`src/rtl/regfile_sb_if.sv`:
```
// Register-file bus between the decode/write-back stages and regfile_sb.
// Carries both read ports, the write-back port, the T flag and the scoreboard.
interface regfile_sb_if #(
    parameter int DATA_W   = 16,
    parameter int NUM_REGS = 11,
    parameter int IDX_W    = 4
);
    logic [IDX_W-1:0]           rd_idx_s;
    logic [IDX_W-1:0]           rd_idx_m;
    logic                       rd_use_s;
    logic                       rd_use_m;
    logic [DATA_W-1:0]          rd_data_s;
    logic [DATA_W-1:0]          rd_data_m;
    logic                       wr_en;
    logic [IDX_W-1:0]           wr_idx;
    logic [DATA_W-1:0]          wr_data;
    logic                       t_wr_en;
    logic                       t_wr_data;
    logic                       t_out;
    logic                       reserve_en;
    logic [IDX_W-1:0]           reserve_idx;
    logic                       flush;
    logic                       stall;
    logic                       sb_err;
    logic [NUM_REGS*DATA_W-1:0] regs_vga;

    modport master (
        output rd_idx_s, rd_idx_m, rd_use_s, rd_use_m,
        output wr_en, wr_idx, wr_data, t_wr_en, t_wr_data,
        output reserve_en, reserve_idx, flush,
        input  rd_data_s, rd_data_m, t_out, stall, sb_err, regs_vga
    );

    modport slave (
        input  rd_idx_s, rd_idx_m, rd_use_s, rd_use_m,
        input  wr_en, wr_idx, wr_data, t_wr_en, t_wr_data,
        input  reserve_en, reserve_idx, flush,
        output rd_data_s, rd_data_m, t_out, stall, sb_err, regs_vga
    );
endinterface

```
`src/rtl/regfile_sb.sv`:
```
// CPU register file: two bypassed read ports, one write port, T flag,
// per-register pending scoreboard with decode stall, and a VGA debug snapshot.
module regfile_sb #(
    parameter int DATA_W   = 16,
    parameter int NUM_REGS = 11,
    parameter int IDX_W    = 4
) (
    input logic         clk,
    input logic         rst,
    regfile_sb_if.slave bus
);

    logic [DATA_W-1:0]   regs [NUM_REGS];
    logic [NUM_REGS-1:0] pending;
    logic                tFlag;
    logic                sbErr;

    logic [NUM_REGS-1:0] wrHit;
    logic [NUM_REGS-1:0] resHit;
    logic [DATA_W-1:0]   rdDataS;
    logic [DATA_W-1:0]   rdDataM;
    logic                busyS;
    logic                busyM;

    // One-hot decodes; out-of-range indices match no bit, which makes them inert everywhere.
    always_comb begin
        wrHit  = '0;
        resHit = '0;
        for (int unsigned i = 0; i < NUM_REGS; i++) begin
            wrHit[i]  = bus.wr_en && (bus.wr_idx == IDX_W'(i));
            resHit[i] = bus.reserve_en && (bus.reserve_idx == IDX_W'(i));
        end
    end

    always_comb begin
        rdDataS = '0;
        rdDataM = '0;
        busyS   = 1'b0;
        busyM   = 1'b0;
        for (int unsigned i = 0; i < NUM_REGS; i++) begin
            if (bus.rd_idx_s == IDX_W'(i)) begin
                rdDataS = wrHit[i] ? bus.wr_data : regs[i];
                busyS   = pending[i] && !wrHit[i];
            end
            if (bus.rd_idx_m == IDX_W'(i)) begin
                rdDataM = wrHit[i] ? bus.wr_data : regs[i];
                busyM   = pending[i] && !wrHit[i];
            end
        end
    end

    always_ff @(posedge clk or negedge rst) begin
        if (!rst) begin
            for (int unsigned i = 0; i < NUM_REGS; i++) begin
                regs[i] <= '0;
            end
            pending <= '0;
            tFlag   <= 1'b0;
            sbErr   <= 1'b0;
        end else begin
            for (int unsigned i = 0; i < NUM_REGS; i++) begin
                if (wrHit[i]) begin
                    regs[i] <= bus.wr_data;
                end
                // Flush beats reserve; a reserve beats a same-cycle write-back (new producer).
                if (bus.flush) begin
                    if (!wrHit[i]) begin
                        pending[i] <= 1'b0;
                    end
                end else if (resHit[i]) begin
                    pending[i] <= 1'b1;
                    if (pending[i] && !wrHit[i]) begin
                        sbErr <= 1'b1;
                    end
                end else if (wrHit[i]) begin
                    pending[i] <= 1'b0;
                end
            end
            if (bus.t_wr_en) begin
                tFlag <= bus.t_wr_data;
            end
        end
    end

    always_comb begin
        bus.regs_vga = '0;
        for (int unsigned i = 0; i < NUM_REGS; i++) begin
            bus.regs_vga[(NUM_REGS-1-i)*DATA_W +: DATA_W] = regs[i];
        end
    end

    assign bus.rd_data_s = rdDataS;
    assign bus.rd_data_m = rdDataM;
    assign bus.t_out     = bus.t_wr_en ? bus.t_wr_data : tFlag;
    assign bus.stall     = (bus.rd_use_s && busyS) || (bus.rd_use_m && busyM);
    assign bus.sb_err    = sbErr;

endmodule

```
`src/flat_wrapper.sv`:
```
// flat-port wrapper written by rule: the top's interface ports become plain ports
module regfile_sb_flat 
#(
    parameter int DATA_W   = 16,
    parameter int NUM_REGS = 11,
    parameter int IDX_W    = 4
)
  (clk, rst, bus_rd_idx_s, bus_rd_idx_m, bus_rd_use_s, bus_rd_use_m, bus_wr_en, bus_wr_idx, bus_wr_data, bus_t_wr_en, bus_t_wr_data, bus_reserve_en, bus_reserve_idx, bus_flush, bus_rd_data_s, bus_rd_data_m, bus_t_out, bus_stall, bus_sb_err, bus_regs_vga);
  regfile_sb_if #(.DATA_W(DATA_W), .NUM_REGS(NUM_REGS), .IDX_W(IDX_W)) bus_i ();
  input logic clk;
  input logic rst;
  input wire logic [$bits(bus_i.rd_idx_s)-1:0] bus_rd_idx_s;
  input wire logic [$bits(bus_i.rd_idx_m)-1:0] bus_rd_idx_m;
  input wire logic [$bits(bus_i.rd_use_s)-1:0] bus_rd_use_s;
  input wire logic [$bits(bus_i.rd_use_m)-1:0] bus_rd_use_m;
  input wire logic [$bits(bus_i.wr_en)-1:0] bus_wr_en;
  input wire logic [$bits(bus_i.wr_idx)-1:0] bus_wr_idx;
  input wire logic [$bits(bus_i.wr_data)-1:0] bus_wr_data;
  input wire logic [$bits(bus_i.t_wr_en)-1:0] bus_t_wr_en;
  input wire logic [$bits(bus_i.t_wr_data)-1:0] bus_t_wr_data;
  input wire logic [$bits(bus_i.reserve_en)-1:0] bus_reserve_en;
  input wire logic [$bits(bus_i.reserve_idx)-1:0] bus_reserve_idx;
  input wire logic [$bits(bus_i.flush)-1:0] bus_flush;
  output wire logic [$bits(bus_i.rd_data_s)-1:0] bus_rd_data_s;
  output wire logic [$bits(bus_i.rd_data_m)-1:0] bus_rd_data_m;
  output wire logic [$bits(bus_i.t_out)-1:0] bus_t_out;
  output wire logic [$bits(bus_i.stall)-1:0] bus_stall;
  output wire logic [$bits(bus_i.sb_err)-1:0] bus_sb_err;
  output wire logic [$bits(bus_i.regs_vga)-1:0] bus_regs_vga;
  assign bus_i.rd_idx_s = bus_rd_idx_s;
  assign bus_i.rd_idx_m = bus_rd_idx_m;
  assign bus_i.rd_use_s = bus_rd_use_s;
  assign bus_i.rd_use_m = bus_rd_use_m;
  assign bus_i.wr_en = bus_wr_en;
  assign bus_i.wr_idx = bus_wr_idx;
  assign bus_i.wr_data = bus_wr_data;
  assign bus_i.t_wr_en = bus_t_wr_en;
  assign bus_i.t_wr_data = bus_t_wr_data;
  assign bus_i.reserve_en = bus_reserve_en;
  assign bus_i.reserve_idx = bus_reserve_idx;
  assign bus_i.flush = bus_flush;
  assign bus_rd_data_s = bus_i.rd_data_s;
  assign bus_rd_data_m = bus_i.rd_data_m;
  assign bus_t_out = bus_i.t_out;
  assign bus_stall = bus_i.stall;
  assign bus_sb_err = bus_i.sb_err;
  assign bus_regs_vga = bus_i.regs_vga;
  regfile_sb #(.DATA_W(DATA_W), .NUM_REGS(NUM_REGS), .IDX_W(IDX_W)) u_core (.clk(clk), .rst(rst), .bus(bus_i));
endmodule
```
`config.mk`:
```
export PLATFORM = sky130hd
export DESIGN_NAME = regfile_sb_flat
export DESIGN_NICKNAME = d
export VERILOG_FILES = /design/src/rtl/regfile_sb_if.sv /design/src/rtl/regfile_sb.sv /design/src/flat_wrapper.sv
export SDC_FILE = /design/constraint.sdc
export NUM_CORES = 1
export LEC_CHECK = 0
export CORE_MARGIN = 5
export CORE_UTILIZATION = 51
export DETAILED_ROUTE_END_ITERATION = 8
export PLACE_DENSITY = 0.81
export SLEW_MARGIN = 20
export SYNTH_ARGS = -nofsm -noshare
export SYNTH_HDL_FRONTEND = slang
export SYNTH_SLANG_ARGS = --single-unit
```
`constraint.sdc`:
```
create_clock -name clk -period 2.94 [get_ports clk]
set_input_delay 0.294 -clock clk [delete_from_list [all_inputs] [get_ports clk]]
set_output_delay 0.294 -clock clk [all_outputs]
set_load 0.01 [all_outputs]
```
Nets reached from selected ports:
Drawn at 2 px/micron.
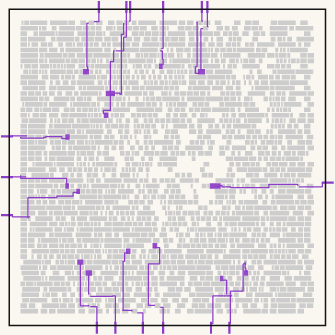
bus_rd_data_s: in purple, bits 16, direction output, edge 6 bottom, 6 top, 3 left, 1 right, end cells 16, buffers 16, wire 670 microns.

The clock network:
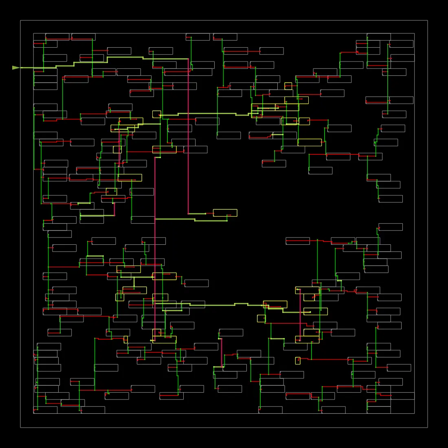
Late-Pin Clk Latency: 450 ps
clock network power: 2.36 mW
seq_cells: 189
count of clock buffers in the final design: 18
worst clock skew: 4.12 ps

Gate families picked out:
Drawn at 3 px/micron.
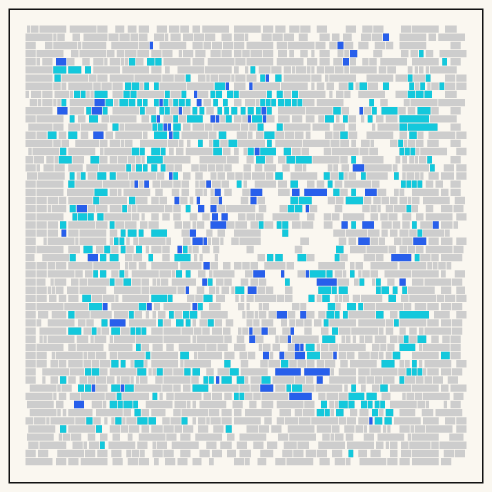
aoi and oai cells: in cyan, cells 345, where widely spread. nor cells: in blue, cells 97.

Sequential cells grouped by signal name:
Drawn at 2 px/micron. Other sequential cells in the stronger gray, the rest of the logic in the fainter gray.
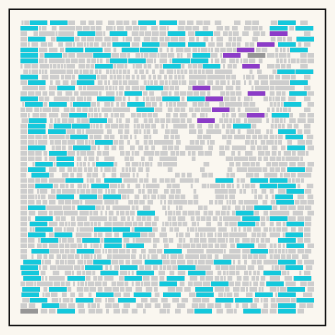
u_core.pending: in purple, placed flops 11, where upper right. u_core.bus.regs_vga: in cyan, placed flops 176, where widely spread.

-- through the flow --
stage / power, mW / hold slack [ps] / util / worst slack [ps]
global route: 10.6 / 472 / 0.837 / -16.8
detailed placement: 7.59 / 357 / 0.769 / -622
floorplan: 4.95 / -1.59 / - / 525
CTS: 9.99 / 449 / 0.820 / 0.179
finish: 10.3 / 406 / 0.837 / 11.2
global placement: 7.47 / 346 / 0.769 / -582
-- sequential cells by signal, summed over array words and instances, names as in the netlist --
| signal | flops |
|---|---|
| u_core.pending | 11 |
| u_core.bus.sb_err | 1 |
| u_core.tFlag | 1 |
| u_core.bus.regs_vga | 176 |
-- layout make-up --
type | count | area (sq um) | share of cell area
Antenna cell | 1 | 2.50 | 0.000138
Clock buffer | 18 | 429 | 0.0237
Clock inverter | 14 | 150 | 0.00829
Inverter | 84 | 315 | 0.0174
Multi-Input combinational cell | 820 | 6320 | 0.349
Sequential cell | 189 | 4730 | 0.261
Tap cell | 280 | 350 | 0.0194
Timing Repair Buffer | 658 | 5800 | 0.321
-- logic make-up after synthesis --
kind of cell / Yosys count
xor gates and xnor gates: 12
buffers and inverters: 168
AOI/OAI and AO/OA: 390
DFF: 189
and+or+nand+nor: 273
muxes: 145
-- cells in the mapped netlist, drive strengths merged (4+ instances only) --
cell type / count / share of area
nand3: 42 / 0.019
a211o: 4 / 0.0032
a21oi: 68 / 0.031
o22ai: 67 / 0.038
clkbuf: 51 / 0.017
nor2b: 13 / 0.0073
o2bb2ai: 13 / 0.010
a22oi: 26 / 0.018
dfrtp: 189 / 0.43
a221oi: 16 / 0.013
a2111oi: 10 / 0.0079
o21ai: 92 / 0.042
nor3: 26 / 0.012
and3: 5 / 0.0028
nand2: 90 / 0.032
a21o: 6 / 0.0041
nor3b: 6 / 0.0055
buf: 33 / 0.019
inv: 84 / 0.028
xor2: 5 / 0.0040
mux2i: 79 / 0.073
nor2: 45 / 0.018
a31oi: 14 / 0.0079
mux2: 66 / 0.067
nor4b: 4 / 0.0037
and2: 6 / 0.0034
o21a: 9 / 0.0061
nand3b: 4 / 0.0031
o211ai: 10 / 0.0068
xnor2: 7 / 0.0055
nand2b: 13 / 0.0073
a22o: 14 / 0.011
a211oi: 13 / 0.0088
-- critical path, delay by kind of cell --
kind                   cells  cell delay (ps)
and+or+nand+nor            3              500
buffers and inverters      6             1530
AOI/OAI and AO/OA          2              290
-- worst paths after layout --
path                                                      end  slack, ps  cells past startpoint
setup reg to reg                  u_core.bus.sb_err$_DFF_PN0_       1530                      7
max in group asynchronous   u_core.bus.regs_vga[71]$_DFF_PN0_       1630                      3
min in group clk           u_core.bus.regs_vga[167]$_DFF_PN0_        470                      5
hold reg to reg                 u_core.pending[1]$_DFFE_PN0P_        520                      2
setup / recovery                             bus_rd_data_s[7]         10                     11
hold / removal             u_core.bus.regs_vga[174]$_DFF_PN0_        410                      2
-- power breakdown --
group | total (mW) | internal (mW) | switching [mW]
Combinational | 4.30 | 2.23 | 2.06
Clock | 2.36 | 1.14 | 1.22
Sequential | 3.62 | 3.15 | 0.461
==> impl_metrics.csv <==
group,metric,value,unit
final_timing,slew_viol_final,0,
clock_tree,root_buffer,"clkbuf_16",
setup_path,crit_path_max_fanout,12,
job,timing.max_cap.violations,0,
detailed_routing,drtPass1Iterations,7,
synth,ys_warn_count,0,
setup_path,crit_arrival,2630,ps
synth,syn_avg_cell_area,9.41,sq um
setup_path,cpMaxStageDelayCell,"clkdlybuf4s50_1",
setup_path,setup.worst_path.class,"input port to primary output",
synth,yosys.area_share.aoi,0.230,
synth,yosys_register_bits,189,
run_status,status,"completed",
synth,mux_share,0.140,
setup_path,r2r-start,"u_core.pending[6]$_DFFE_PN0P_",
setup_path,timing.critical_path.mode_cell,"buf_4",
detailed_routing,met2_length,25.6,mm
grt,grt_pass1_vias,14000,
clock_tree,cts_resized,159,
synth,ys_async_sr_fraction,1.00,
clock_tree,hold_buffers,1,
final_layout,fillers,1247,
final_layout,mostFrequentLayoutCells,"buf_4 (371), clkdlybuf4s50_1 (206), dfrtp_1 (189), inv_1 (84), nand2_1 (81)",
grt,grt_usage,0.456,
grt,grt-ovfl-total,0,
floorplan,die_area,0.0248,sq mm
clock_tree,cts.path.max_buffers,2,
grt,grt_pass1_wl,84.9,mm
clock_tree,cts_setup_buffers,16,
detailed_routing,highest_layer,"met5",
grt,top_usage_layer,"met2",
detailed_routing,wl_per_cell,28.5,microns
setup_path,critical_path_required,2650,ps
job,warning_count,26,
detailed_routing,detail-route-antenna-nets,0,
setup_path,slowest_delay,510,ps
grt,antenna_found_initial,1,
final_timing,setup_violations,0,
No activity file was given, so power comes from the tool's default toggle rates.
